### src/rtl/vga_pkg.sv
// Shared VGA timing constants, totals helpers and the sync flag bundle.
package vga_pkg;

  // Default 640x480@60 timing, in pixels (horizontal) and lines (vertical).
  localparam int unsigned DEF_H_ACTIVE = 640;
  localparam int unsigned DEF_H_FP     = 16;
  localparam int unsigned DEF_H_SYNC   = 96;
  localparam int unsigned DEF_H_BP     = 48;
  localparam int unsigned DEF_V_ACTIVE = 480;
  localparam int unsigned DEF_V_FP     = 10;
  localparam int unsigned DEF_V_SYNC   = 2;
  localparam int unsigned DEF_V_BP     = 33;

  // Coordinate widths: x and internal line counter are 10 bits, y port is 9.
  localparam int unsigned X_W   = 10;
  localparam int unsigned Y_W   = 9;
  localparam int unsigned CNT_W = 10;

  // Pixel divider width, enough for CLK_DIV up to 4.
  localparam int unsigned DIV_W = 2;

  function automatic int unsigned h_total(input int unsigned active, input int unsigned fp,
                                          input int unsigned sync, input int unsigned bp);
    return active + fp + sync + bp;
  endfunction

  function automatic int unsigned v_total(input int unsigned active, input int unsigned fp,
                                          input int unsigned sync, input int unsigned bp);
    return active + fp + sync + bp;
  endfunction

  // Flags that travel through the alignment pipeline together.
  typedef struct packed {
    logic vis;
    logic hs;
    logic vs;
  } sync_flags_t;

  // Blank, syncs inactive (high).
  localparam sync_flags_t FLAGS_RST = '{vis: 1'b0, hs: 1'b1, vs: 1'b1};

endpackage

### src/rtl/vga_timing_sync_delay.sv
// Fixed-depth shift register with an asynchronous active-low reset to a
// caller-supplied value; aligns sync/visible flags with registered pixels.
module sync_delay #(
  parameter int unsigned DEPTH = 1,
  parameter int unsigned WIDTH = 1
) (
  input  logic             clk,
  input  logic             rst_n,
  input  logic [WIDTH-1:0] rst_val,
  input  logic [WIDTH-1:0] d,
  output logic [WIDTH-1:0] q
);

  logic [WIDTH-1:0] stage_q [DEPTH];
  logic [WIDTH-1:0] stage_d [DEPTH];

  // Next value of each stage is the previous stage (stage 0 takes the input).
  always_comb begin
    stage_d[0] = d;
    for (int unsigned i = 1; i < DEPTH; i++) begin
      stage_d[i] = stage_q[i-1];
    end
  end

  // Stage registers, all forced to the reset value while rst_n is low.
  always_ff @(posedge clk or negedge rst_n) begin
    if (!rst_n) begin
      for (int unsigned i = 0; i < DEPTH; i++) begin
        stage_q[i] <= rst_val;
      end
    end else begin
      for (int unsigned i = 0; i < DEPTH; i++) begin
        stage_q[i] <= stage_d[i];
      end
    end
  end

  // Output is the last stage.
  always_comb q = stage_q[DEPTH-1];

endmodule

### src/rtl/vga_timing.sv
// VGA raster timing generator: pixel divider, h/v counters, delayed
// active-low syncs and visible flag, and a once-per-frame update strobe.
module vga_timing
  import vga_pkg::*;
#(
  parameter int unsigned H_ACTIVE   = DEF_H_ACTIVE,
  parameter int unsigned H_FP       = DEF_H_FP,
  parameter int unsigned H_SYNC     = DEF_H_SYNC,
  parameter int unsigned H_BP       = DEF_H_BP,
  parameter int unsigned V_ACTIVE   = DEF_V_ACTIVE,
  parameter int unsigned V_FP       = DEF_V_FP,
  parameter int unsigned V_SYNC     = DEF_V_SYNC,
  parameter int unsigned V_BP       = DEF_V_BP,
  parameter int unsigned CLK_DIV    = 2,
  parameter int unsigned PIPE_DELAY = 1
) (
  input  logic           clck,
  input  logic           reset,
  output logic [X_W-1:0] vgax,
  output logic [Y_W-1:0] vgay,
  output logic           pix_en,
  output logic           update,
  output logic           visible,
  output logic           hsync,
  output logic           vsync
);

  localparam int unsigned H_TOTAL = h_total(H_ACTIVE, H_FP, H_SYNC, H_BP);
  localparam int unsigned V_TOTAL = v_total(V_ACTIVE, V_FP, V_SYNC, V_BP);

  localparam logic [DIV_W-1:0] DIV_LAST   = DIV_W'(CLK_DIV - 1);
  localparam logic [CNT_W-1:0] H_LAST     = CNT_W'(H_TOTAL - 1);
  localparam logic [CNT_W-1:0] V_LAST     = CNT_W'(V_TOTAL - 1);
  localparam logic [CNT_W-1:0] H_ACT      = CNT_W'(H_ACTIVE);
  localparam logic [CNT_W-1:0] V_ACT      = CNT_W'(V_ACTIVE);
  localparam logic [CNT_W-1:0] HS_FIRST   = CNT_W'(H_ACTIVE + H_FP);
  localparam logic [CNT_W-1:0] HS_LAST    = CNT_W'(H_ACTIVE + H_FP + H_SYNC - 1);
  localparam logic [CNT_W-1:0] VS_FIRST   = CNT_W'(V_ACTIVE + V_FP);
  localparam logic [CNT_W-1:0] VS_LAST    = CNT_W'(V_ACTIVE + V_FP + V_SYNC - 1);
  localparam logic [CNT_W-1:0] V_PRE_BLNK = CNT_W'(V_ACTIVE - 1);

  logic [DIV_W-1:0] div_q,    div_d;
  logic [CNT_W-1:0] hcount_q, hcount_d;
  logic [CNT_W-1:0] vcount_q, vcount_d;
  logic             update_q, update_d;
  logic             pix_tick;
  logic             line_end;

  sync_flags_t raw_flags;
  sync_flags_t dly_flags;

  // Divider and raster counters; both counters wrap together on the last pixel.
  always_comb begin
    pix_tick = (div_q == DIV_LAST);
    line_end = pix_tick && (hcount_q == H_LAST);
    div_d    = pix_tick ? '0 : div_q + 1'b1;
    hcount_d = hcount_q;
    vcount_d = vcount_q;
    if (pix_tick) begin
      if (hcount_q == H_LAST) begin
        hcount_d = '0;
        vcount_d = (vcount_q == V_LAST) ? '0 : vcount_q + 1'b1;
      end else begin
        hcount_d = hcount_q + 1'b1;
      end
    end
    // Set on the edge that moves the raster to (0, V_ACTIVE).
    update_d = line_end && (vcount_q == V_PRE_BLNK);
  end

  // Counter and strobe registers.
  always_ff @(posedge clck or negedge reset) begin
    if (!reset) begin
      div_q    <= '0;
      hcount_q <= '0;
      vcount_q <= '0;
      update_q <= 1'b0;
    end else begin
      div_q    <= div_d;
      hcount_q <= hcount_d;
      vcount_q <= vcount_d;
      update_q <= update_d;
    end
  end

  // Undelayed visible and sync flags decoded from the counters.
  always_comb begin
    raw_flags.vis = (hcount_q < H_ACT) && (vcount_q < V_ACT);
    raw_flags.hs  = !((hcount_q >= HS_FIRST) && (hcount_q <= HS_LAST));
    raw_flags.vs  = !((vcount_q >= VS_FIRST) && (vcount_q <= VS_LAST));
  end

  generate
    if (PIPE_DELAY == 0) begin : g_no_delay
      // Zero-depth path is a wire, but reset still has to force the idle values.
      always_comb dly_flags = reset ? raw_flags : FLAGS_RST;
    end else begin : g_delay
      sync_delay #(
        .DEPTH (PIPE_DELAY),
        .WIDTH ($bits(sync_flags_t))
      ) u_sync_delay (
        .clk     (clck),
        .rst_n   (reset),
        .rst_val (FLAGS_RST),
        .d       (raw_flags),
        .q       (dly_flags)
      );
    end
  endgenerate

  // Output mapping; pix_en is gated by reset so it reads 0 while held in reset.
  always_comb begin
    vgax    = hcount_q;
    vgay    = vcount_q[Y_W-1:0];
    pix_en  = pix_tick && reset;
    update  = update_q;
    visible = dly_flags.vis;
    hsync   = dly_flags.hs;
    vsync   = dly_flags.vs;
  end

endmodule

### config.mk
export PLATFORM = sky130hd
export DESIGN_NAME = vga_timing
export DESIGN_NICKNAME = d
export VERILOG_FILES = /design/src/rtl/vga_pkg.sv /design/src/rtl/vga_timing_sync_delay.sv /design/src/rtl/vga_timing.sv
export SDC_FILE = /design/constraint.sdc
export NUM_CORES = 1
export LEC_CHECK = 0
export ABC_AREA = 1
export CAP_MARGIN = 20
export CORE_UTILIZATION = 56
export CTS_CLUSTER_DIAMETER = 150
export CTS_CLUSTER_SIZE = 14
export DETAILED_ROUTE_END_ITERATION = 10
export PLACE_DENSITY_LB_ADDON = 0.2
export SKIP_CTS_REPAIR_TIMING = 1
export SYNTH_ARGS = -nofsm -noshare
export SYNTH_HDL_FRONTEND = slang
export SYNTH_SLANG_ARGS = --single-unit
export TNS_END_PERCENT = 30
### constraint.sdc
create_clock -name clck -period 3.8 [get_ports clck]
set_input_delay 0.57 -clock clck [delete_from_list [all_inputs] [get_ports clck]]
set_output_delay 0.57 -clock clck [all_outputs]
set_load 0.005 [all_outputs]
### Congestion heat map, run 1

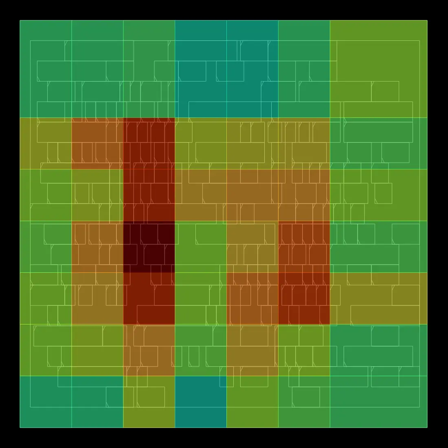
DR WL/cell: 12.4 um
GR Layer Usage met3: 6.11%
Layout Utilization: 70.1%

### Signal wires on met1, run 1

Scale: 8 px per um. Supply wires on this layer in grey. Cells faint in the background.
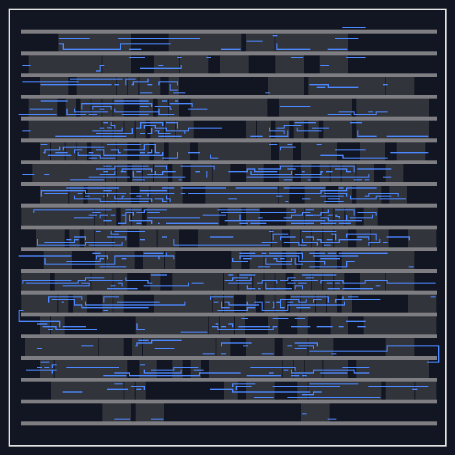
The longest straight run is 16.6 um. The layer holds 42% of the routed length. 192 nets have wire on it.

### The metal 2 layer, run 1

Scale: 8 px per um.
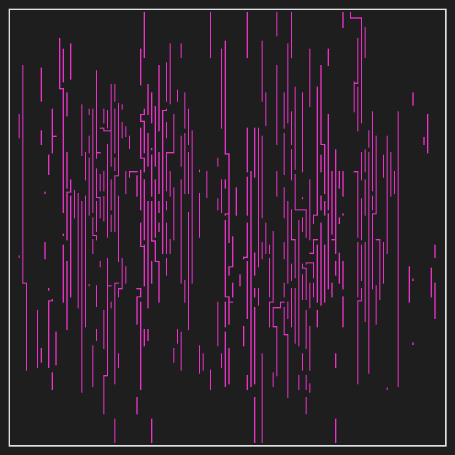
The longest straight run is 34.3 um. The layer holds 53% of the routed length.

==> GITHUB_STEP_SUMMARY, run 1 <==
## Synthesis and layout report

| Metric | Value |
|---|---|
| Commonest Layout Cell | `nand2_1` |
| HP Start | `div_q[0]` |
| Non-Filler Instances | `242` |
| Yosys top cell area share | `39.1%` |
| HPWL Detailed | `2270 um` |
| Fin area | `0.00178 mm^2` |
| Cell area leaders | `dfrtp_1, nand2_1, inv_1` |
| Residual DRC count | `0` |
| First-pass GRT wire length | `5000 um` |
| GRT Total Usage | `23.6%` |
| Status | `complete, no violations` |
| R2R Setup Slk | `2.25 ns` |
| List of most frequent post-synthesis cells | `nand2_1, inv_1, dfrtp_1` |
| Adder Area Share | `3.26%` |
| MaxCap Viol Count | `0` |
| Fin. max-slew vios | `0` |
| RR Endpoint | `vcount_q[9]` |
| Reg2Reg Depth | `8` |
| Main logic family | `simple AND/OR/NAND/NOR gates` |
| Main power group | `registers` |
-- run 1: per-layer routing --
metal | GRT usage [%] | up-vias | wire [um]
li1 | - | 646 | -
met3 | 6.11 | 4 | 131
met1 | 26.1 | 625 | 1260
met5 | 0 | - | 0
met2 | 43.7 | 35 | 1590
met4 | 7.26 | 0 | 25
-- run 1: worst max-delay path: stages --
cell	delay, ns
clkdlybuf4s50_1	0.45
buf_4	0.31
inv_1	0.07
nor2_1	0.10
clkdlybuf4s50_1	0.50
-- run 1: through the flow --
| stage | utilization (%) | hold slack, ns |
|---|---|---|
| final | 70.1 | 0.485 |
| after global routing | 70.1 | 0.507 |
| after floorplan | - | 0.274 |
| after global placement | 68.7 | 0.447 |
| after CTS | 70.1 | 0.484 |
| after detailed placement | 68.7 | 0.465 |
### M3 wires, run 1

Scale: 10 px per um. Cells faint in the background.
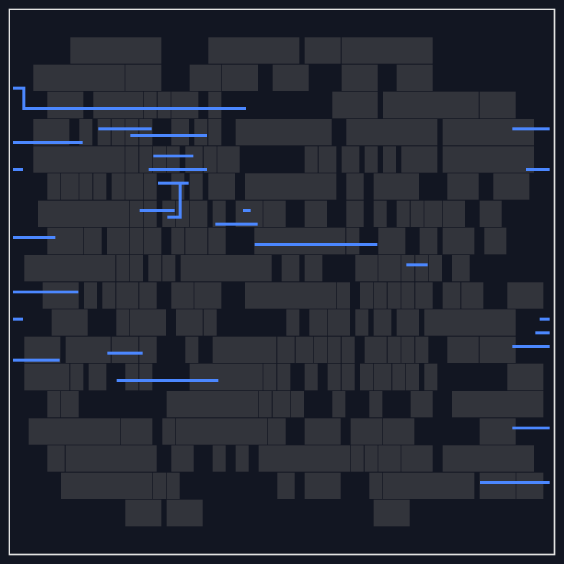

--- run 2 (diff from run 1) ---
--- a/config.mk
+++ b/config.mk
@@ -7,7 +7,7 @@
 export LEC_CHECK = 0
 export ABC_AREA = 1
 export CAP_MARGIN = 20
-export CORE_UTILIZATION = 56
+export CORE_UTILIZATION = 47
 export CTS_CLUSTER_DIAMETER = 150
 export CTS_CLUSTER_SIZE = 14
 export DETAILED_ROUTE_END_ITERATION = 10
==> constraint.sdc (replaced) <==
create_clock -name clck -period 2.1 [get_ports clck]
set_input_delay 0.315 -clock clck [delete_from_list [all_inputs] [get_ports clck]]
set_output_delay 0.315 -clock clck [all_outputs]
set_load 0.005 [all_outputs]
### M3 wires, run 2

Scale: 10 px per um. Cells faint in the background.
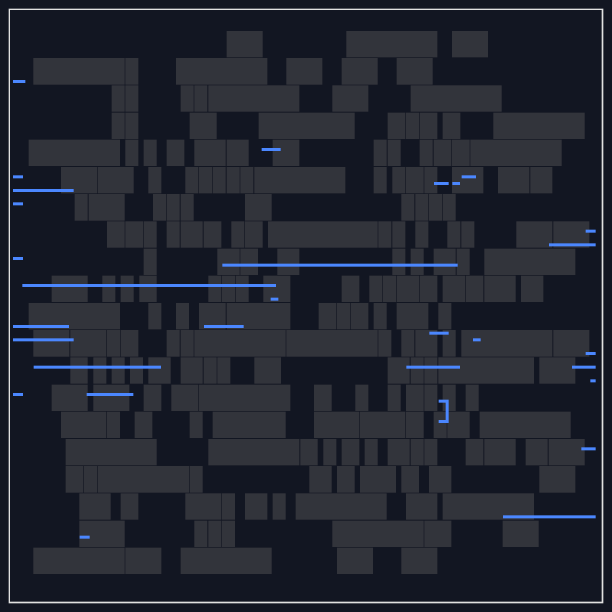
The layer carries 123 um of wire. The longest straight run is 25.1 um. The wires run mostly horizontal.

==> run 2 against run 1 <==
- worst hold slack lost 0.086 ns
- synthesized cell count is the same
- routed wire length is 4.9% higher
- via count fell by 0.31%
- combinational power is about 90% higher
- sequential power is 81% higher
- clock power is 140% higher
- worst setup slack got worse by 1.0 ns
- power grew 100%
- critical path type is now flip-flop to output port
- largest power group unchanged
==> GITHUB_STEP_SUMMARY, run 2 <==
## Synthesis and layout report

| Metric | Value |
|---|---|
| Status | `complete, no violations` |
| Flip-flops | `26` |
| Final Wtd Congestion | `0.848` |
| Inverters, non-clock | `29` |
| Residual DRC count | `0 (unchanged)` |
| GR peak layer | `met2` |
| Met3 WL | `122 um (-6.9%)` |
| Cell total in the yosys stat output | `just under 200` |
| Main power group | `registers` |
| Cell area leaders | `dfrtp_1, nand2_1, inv_1` |
| R2R Setup Slk | `0.54 ns (-1.71 ns)` |
| Area delta synth->final | `18.3%` |
| RR Endpoint | `vcount_q[8]` |
| List of most frequent post-synthesis cells | `nand2_1, inv_1, dfrtp_1` |
| First-pass GRT wire length | `5280 um (+5.7%)` |
| GRT Total Usage | `20.1% (-3.6 points)` |
| Layout Utilization | `59.1% (-11 points)` |
| CTS Buffer Depth | `2` |
| MaxCap Viol Count | `0 (unchanged)` |
| Adder Area Share | `3.26% (unchanged)` |
| HPWL Detailed | `2350 um (+3.6%)` |
| NonClk Buf Share | `14.2%` |
| Layout cells sized above 1 | `around 12%` |
| Met1 usage | `22.5% (-3.6 points)` |
| Yosys top cell area share | `39.1% (unchanged)` |
| Met2 WL | `1570 um (-0.69%)` |
| Fmax | `0.527 GHz` |
| DR WL/cell | `12.3 um (-0.87%)` |
| Synth Area in XOR/XNOR | `2.28%` |
| Fin. max-slew vios | `0 (unchanged)` |
| GR Layer Usage met3 | `2.62% (-3.5 points)` |
| Grt met2 use | `36.7% (-7.0 points)` |
| Wl on met1 | `1360 um (+8.1%)` |
| Commonest Layout Cell | `nand2_1` |
| Max Used Layer | `met4` |
| Yosys reg bits | `26` |
| Reg2Reg Depth | `8 (unchanged)` |
[run 2: cell counts after synthesis]
No cell type changed its count.
[run 2: critical path, stage by stage (launching register included)]
cell and delay (ns):
dfrtp_1 0.40, inv_1 0.08, nand2_2 0.14, nor2_1 0.12, clkdlybuf4s50_1 0.51
[run 2: metrics by stage]
step / hold WS (ns) / cell area [um^2] / setup WS (ns) / total power [mW]
floorplan: 0.0194 / 1540 / 0.663 / 0.511
global placement: 0.447 / 1770 / 0.311 / 0.527
detailed placement: 0.460 / 1770 / 0.315 / 0.527
CTS: 0.409 / 1820 / 0.186 / 0.878
global route: 0.451 / 1820 / 0.0945 / 0.891
finish: 0.398 / 1820 / 0.203 / 0.867
### Congestion heat map, run 2

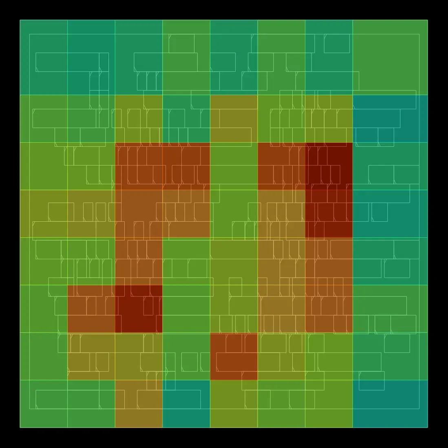

--- run 3 (diff from run 2) ---
--- a/config.mk
+++ b/config.mk
@@ -7,6 +7,7 @@
 export LEC_CHECK = 0
 export ABC_AREA = 1
 export CAP_MARGIN = 20
+export CORE_MARGIN = 3
 export CORE_UTILIZATION = 47
 export CTS_CLUSTER_DIAMETER = 150
 export CTS_CLUSTER_SIZE = 14
### Congestion heat map, run 3

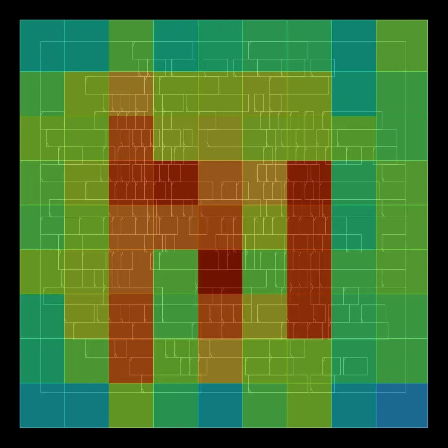
grt met2 use: 31.6%
GR peak layer: met2
GRT Total Usage: 17.0%
Layout Utilization: 59.1%
met1 usage: 19.4%

==> run 3 against run 2 <==
- utilization stayed put
- count of clock-buffer cells in the layout unchanged
- flip-flop count stayed put
==> GITHUB_STEP_SUMMARY, run 3 <==
## Synthesis and layout report

| Metric | Value |
|---|---|
| Delay of the slowest critical-path stage | `0.51 ns (about the same)` |
| Die x size | `63.2 um` |
| RSZ-0062 raised after global routing | `false` |
| Synth Area in XOR/XNOR | `2.28% (unchanged)` |
| Cell area leaders | `dfrtp_1, nand2_1, inv_1` |
| Flip-flops | `26 (unchanged)` |
| Number of enable flip-flop cells | `0` |
| Overall power | `0.858 mW (-1.1%)` |
| Cell total in the yosys stat output | `193 (unchanged)` |
| Yosys reg bits | `26 (unchanged)` |
| Cell area after placement | `0.00177 mm^2 (unchanged)` |
| Fin area | `0.00182 mm^2 (unchanged)` |
| Critical Path Slowest Stage Cell | `clkdlybuf4s50_1` |
| Adder Area Share | `3.26% (unchanged)` |
| Count leader, synth | `nand2_1` |
| Final Wtd Congestion | `0.883 (+4.1%)` |
| First-pass GRT wire length | `5580 um (+5.8%)` |
| Multi-input gate count | `127` |
| Setup WS post-layout | `0.225 ns (+0.0216 ns)` |
| Starting DRT DRC Count | `65` |
| Tap Cells | `44` |
| Layout cells sized above 1 | `12.3% (unchanged)` |
| CP Capture Point | `pix_en` |
| List of most frequent post-synthesis cells | `nand2_1, inv_1, dfrtp_1` |
| Residual DRC count | `0 (unchanged)` |
| HPWL Detailed | `2290 um (-2.7%)` |
| R2R Setup Slk | `0.56 ns (+0.02 ns)` |
| Status | `complete, no violations` |
| Endpoints failing setup | `0` |
| Fmax | `0.533 GHz (+1.2%)` |
| MaxCap Viol Count | `0 (unchanged)` |
| Worst-Margin Slew | `between 0.4 and 0.5 ns` |
| NonClk Buf Share | `14.2% (unchanged)` |
| RR Endpoint | `vcount_q[3]` |
| CTS Buffer Depth | `2 (unchanged)` |
| Final net count | `219` |
| Pre-CTS WS | `0.311 ns (-0.00410 ns)` |
| Commonest Layout Cell | `nand2_1` |
[run 3: worst max-delay path, delay by kind of cell (launching register included)]
| family | cells | cell delay (ns) |
|---|---|---|
| flip-flops | 1 | 0.39 |
| buffers and inverters | 2 | 0.59 |
| AND/OR/NAND/NOR | 2 | 0.28 |
[run 3: where the power goes]
group	total [mW]	internal [mW]	switching (mW)	leakage (nW)
sequential	0.501	0.501	0	0.337
combinational	0.0157	0.00485	0.0108	0.467
clock	0.341	0.193	0.149	0.0279
[run 3: metal layers]
| metal | routed length (um) | share of wire, % | vias to the layer above |
|---|---|---|---|
| li1 | - | - | 648 |
| met1 | 1360 | 45 | 627 |
| met2 | 1550 | 51 | 28 |
| met3 | 119 | 3.9 | 2 |
| met4 | 21 | 0.69 | 0 |
| met5 | 0 | 0 | - |
Power figures rest on the tool's default switching activity, not on a simulated workload.
